[src/rtl/pixel_pkg.sv]
// Shared definitions for the frame-buffer pixel path (packer and reader).
//   PIXEL_W / WORD_W         : pixel and memory word widths
//   DEF_ADDR_W / DEF_MAX_WORDS : default memory geometry
//   state_e                  : packer state encoding
package pixel_pkg;

    localparam int PIXEL_W       = 24;
    localparam int WORD_W        = 48;
    localparam int DEF_ADDR_W    = 5;
    localparam int DEF_MAX_WORDS = 32;

    typedef enum logic [2:0] {
        IDLE   = 3'd0,
        FIRST  = 3'd1,
        SECOND = 3'd2,
        WRITE  = 3'd3,
        STROBE = 3'd4,
        NEXT   = 3'd5,
        DONE   = 3'd6
    } state_e;

endpackage

[src/rtl/pixel_packer.sv]
// Packs two 24-bit RGB pixels per 48-bit word and writes each word to the
// pixel RAM with a setup cycle, a MEM_CLK strobe cycle and a release cycle.
// First pixel lands in [47:24], second in [23:0].
//
// Ports:
//   CLK, RESET            : clock, synchronous active-high reset
//   INTERFACE_EN          : starts a frame from IDLE, gates pixel acceptance
//   RGB_IN, PIXEL_VALID   : pixel source side of the valid/ready handshake
//   FLUSH                 : ends the frame early, odd pixel zero-padded
//   PIXEL_READY           : handshake ready (only combinational output)
//   DATA_OUT, MEM_ADDR    : word and address presented to the RAM
//   MEM_WE, MEM_CLK       : RAM write enable and write strobe
//   FRAME_DONE            : one-cycle end-of-frame pulse
//
// state  | meaning
// IDLE   | waiting for INTERFACE_EN
// FIRST  | waiting for the high-half pixel
// SECOND | waiting for the low-half pixel
// WRITE  | address/data setup, MEM_WE high
// STROBE | MEM_CLK high
// NEXT   | write released, advance address or finish
// DONE   | FRAME_DONE pulse, address rewinds
module pixel_packer
    import pixel_pkg::*;
#(
    parameter int ADDR_W    = DEF_ADDR_W,
    parameter int MAX_WORDS = DEF_MAX_WORDS
) (
    input  logic                CLK,
    input  logic                RESET,
    input  logic                INTERFACE_EN,
    input  logic [PIXEL_W-1:0]  RGB_IN,
    input  logic                PIXEL_VALID,
    input  logic                FLUSH,
    output logic                PIXEL_READY,
    output logic [WORD_W-1:0]   DATA_OUT,
    output logic [ADDR_W-1:0]   MEM_ADDR,
    output logic                MEM_WE,
    output logic                MEM_CLK,
    output logic                FRAME_DONE
);

    localparam logic [ADDR_W-1:0] LAST_ADDR = ADDR_W'(MAX_WORDS - 1);

    state_e              state_q, state_d;
    logic [ADDR_W-1:0]   addr_q, addr_d;
    logic [WORD_W-1:0]   data_q, data_d;
    logic                flush_q, flush_d;

    always_ff @(posedge CLK) begin
        if (RESET) begin
            state_q <= IDLE;
            addr_q  <= '0;
            data_q  <= '0;
            flush_q <= 1'b0;
        end else begin
            state_q <= state_d;
            addr_q  <= addr_d;
            data_q  <= data_d;
            flush_q <= flush_d;
        end
    end

    always_comb begin
        state_d = state_q;
        addr_d  = addr_q;
        data_d  = data_q;
        flush_d = flush_q;

        case (state_q)
            IDLE: begin
                if (INTERFACE_EN) state_d = FIRST;
            end

            // With INTERFACE_EN low the whole state is frozen, FLUSH included.
            FIRST: begin
                if (INTERFACE_EN) begin
                    if (PIXEL_VALID) begin
                        data_d = {RGB_IN, {PIXEL_W{1'b0}}};
                        if (FLUSH) begin
                            flush_d = 1'b1;
                            state_d = WRITE;
                        end else begin
                            state_d = SECOND;
                        end
                    end else if (FLUSH) begin
                        state_d = DONE;
                    end
                end
            end

            SECOND: begin
                if (INTERFACE_EN) begin
                    if (PIXEL_VALID) begin
                        data_d[PIXEL_W-1:0] = RGB_IN;
                        flush_d             = FLUSH;
                        state_d             = WRITE;
                    end else if (FLUSH) begin
                        flush_d = 1'b1;
                        state_d = WRITE;
                    end
                end
            end

            WRITE:  state_d = STROBE;
            STROBE: state_d = NEXT;

            NEXT: begin
                if (addr_q == LAST_ADDR || flush_q) begin
                    state_d = DONE;
                end else begin
                    addr_d  = addr_q + ADDR_W'(1);
                    state_d = FIRST;
                end
            end

            DONE: begin
                addr_d  = '0;
                flush_d = 1'b0;
                state_d = IDLE;
            end

            default: state_d = IDLE;
        endcase
    end

    assign PIXEL_READY = ((state_q == FIRST) || (state_q == SECOND)) && INTERFACE_EN;
    assign MEM_WE      = (state_q == WRITE) || (state_q == STROBE);
    assign MEM_CLK     = (state_q == STROBE);
    assign FRAME_DONE  = (state_q == DONE);
    assign DATA_OUT    = data_q;
    assign MEM_ADDR    = addr_q;

endmodule

[config.mk]
export PLATFORM = sky130hd
export DESIGN_NAME = pixel_packer
export DESIGN_NICKNAME = d
export VERILOG_FILES = /design/src/rtl/pixel_pkg.sv /design/src/rtl/pixel_packer.sv
export SDC_FILE = /design/constraint.sdc
export NUM_CORES = 1
export LEC_CHECK = 0
export CAP_MARGIN = 10
export CORE_MARGIN = 2
export CORE_UTILIZATION = 36
export CTS_CLUSTER_SIZE = 10
export DETAILED_ROUTE_END_ITERATION = 6
export GPL_TIMING_DRIVEN = 0
export PLACE_DENSITY = 0.77
export SETUP_SLACK_MARGIN = 0.15
export SLEW_MARGIN = 20
export SYNTH_ARGS = -nofsm -noshare
export SYNTH_HDL_FRONTEND = slang
export SYNTH_SLANG_ARGS = --single-unit
[constraint.sdc]
create_clock -name CLK -period 2.05 [get_ports CLK]
set_input_delay 0.41 -clock CLK [delete_from_list [all_inputs] [get_ports CLK]]
set_output_delay 0.41 -clock CLK [all_outputs]
set_load 0.02 [all_outputs]
==> images/clock_nets.png <==
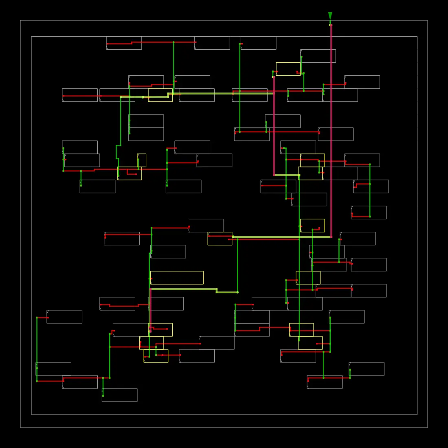
clk sink count: 57
Clock Skew: 6.64 ps
FF+latch count: 57
worst skew pair latency: 330 ps

==> images/layers.png <==
Bar = 20 µm. Only two layers are drawn.
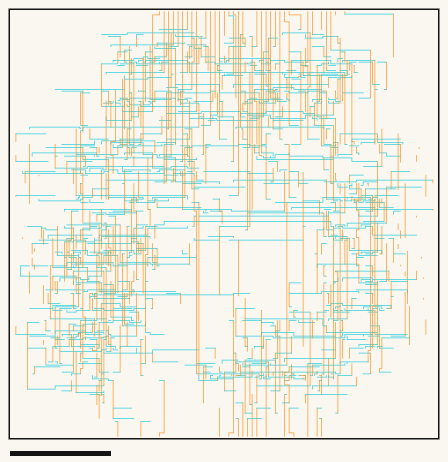
colour	layer	wire length
orange	M2	3100 µm
cyan	M1	2880 µm

==> images/m3.png <==
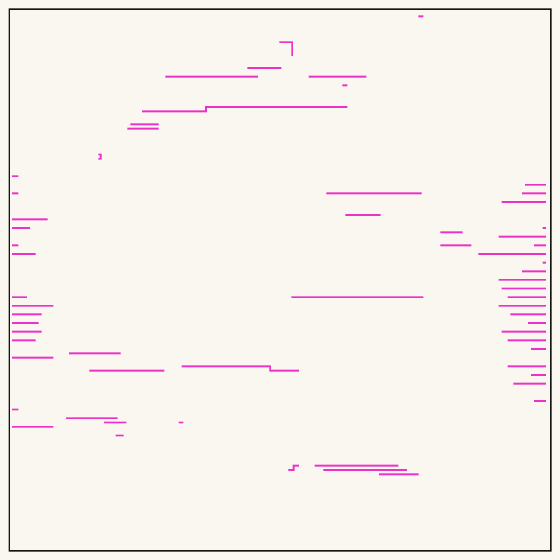
main direction	horizontal
longest straight run	22.1 µm
wire length on this layer	358 µm

==> flow_summary.yaml <==
# implementation run metrics
status:
  status: "completed"
clocking:
  cts_buffers: 9
  post_cts_resized: 7
  cts_root_buffer: "clkbuf_8"
  htree_levels: 3
cells_and_area:
  syn2layout_area_growth_pct: 49.8
  n_antenna_cell: 0
  layout.cells.non_filler: 464
synth:
  synth-async-reset-ratio: 0
  synth_flop_count: 57
  synthCells: 285
  yosys_cells: 285
  yosysTopAreaCellShare: 0.484
  yosys.area.top_type: "dfxtp_1"
global_route:
  grt.overflow.total: 0
drt:
  route.vias.total: 2315
  drt_pass1_iterations: 4
floorplan:
  rows: 29
final_timing:
  hold_viol_final: 0
  fin_crit_sh: 0.900
  clock.fmax_ghz: 0.542
  relSlewSlack: 0.674
run:
  openroad.warnings: 28
placed_design:
  hpwl_um: 4520
  portBuffers: 84
setup_path:
  crit_path_start_kind: "register"
  worstPathArrival_ps: 2100
  cp_max_fo: 6
  critical_path.top_delay_family: "simple AND/OR/NAND/NOR gates"
[kinds of logic (layout without fill, tap and decap cells)]
logic type | Yosys count | count (layout) | synth area share
compound gates | 70 | 70 | 0.165
xor+xnor | 3 | 3 | 0.0111
fa+ha+maj | 2 | 2 | 0.0106
buf+inv | 24 | 126 | 0.0716
flops | 57 | 57 | 0.484
simple gates | 129 | 129 | 0.258
[registers in the layout, indices dropped and copies added (netlist names)]
| register | flops |
|---|---|
| DATA_OUT | 48 |
| state_q | 3 |
| MEM_ADDR | 5 |
| flush_q | 1 |
[cell type report]
type,count,area (µm²),share of cell area
sequential,57,1140,0.323
multi-input combinational,204,1060,0.300
timing repair buffer,87,852,0.241
clock buffer,13,179,0.0506
buffer,21,160,0.0453
tap,77,96.3,0.0272
clock inverter,2,35.0,0.00991
inverter,3,11.3,0.00318
[power by group]
part           internal [µW]  leakage (µW)  switching [µW]  total [µW]
Sequential              1140      0.000460            18.5        1160
Clock                    685      0.000112             425        1110
Combinational            230      0.000690             294         524
[metrics by stage]
| stage | hold slack (ps) | TNS [ps] |
|---|---|---|
| global placement | 438 | -136 |
| global route | 464 | 0 |
| CTS | 452 | 0 |
| detailed placement | 443 | -128 |
| floorplan | 515 | 0 |
| finish | 450 | 0 |
[layer usage]
metal / wire (µm) / track usage / vias up
li1: - / - / 1152
met3: 357 / 0.0331 / 7
met4: 73 / 0.0909 / 0
met2: 3100 / 0.282 / 85
met5: 0 / 0 / -
met1: 2880 / 0.234 / 1071
[path summary, 6_finish.rpt]
kind                        to          from  cells after the start
setup / recovery    state_q[0]   MEM_ADDR[0]                      7
hold / removal    DATA_OUT[23]  DATA_OUT[23]                      2
setup reg to reg    state_q[0]   MEM_ADDR[0]                      7
hold reg to reg   DATA_OUT[23]  DATA_OUT[23]                      2
Power and IR drop assume default switching activity.
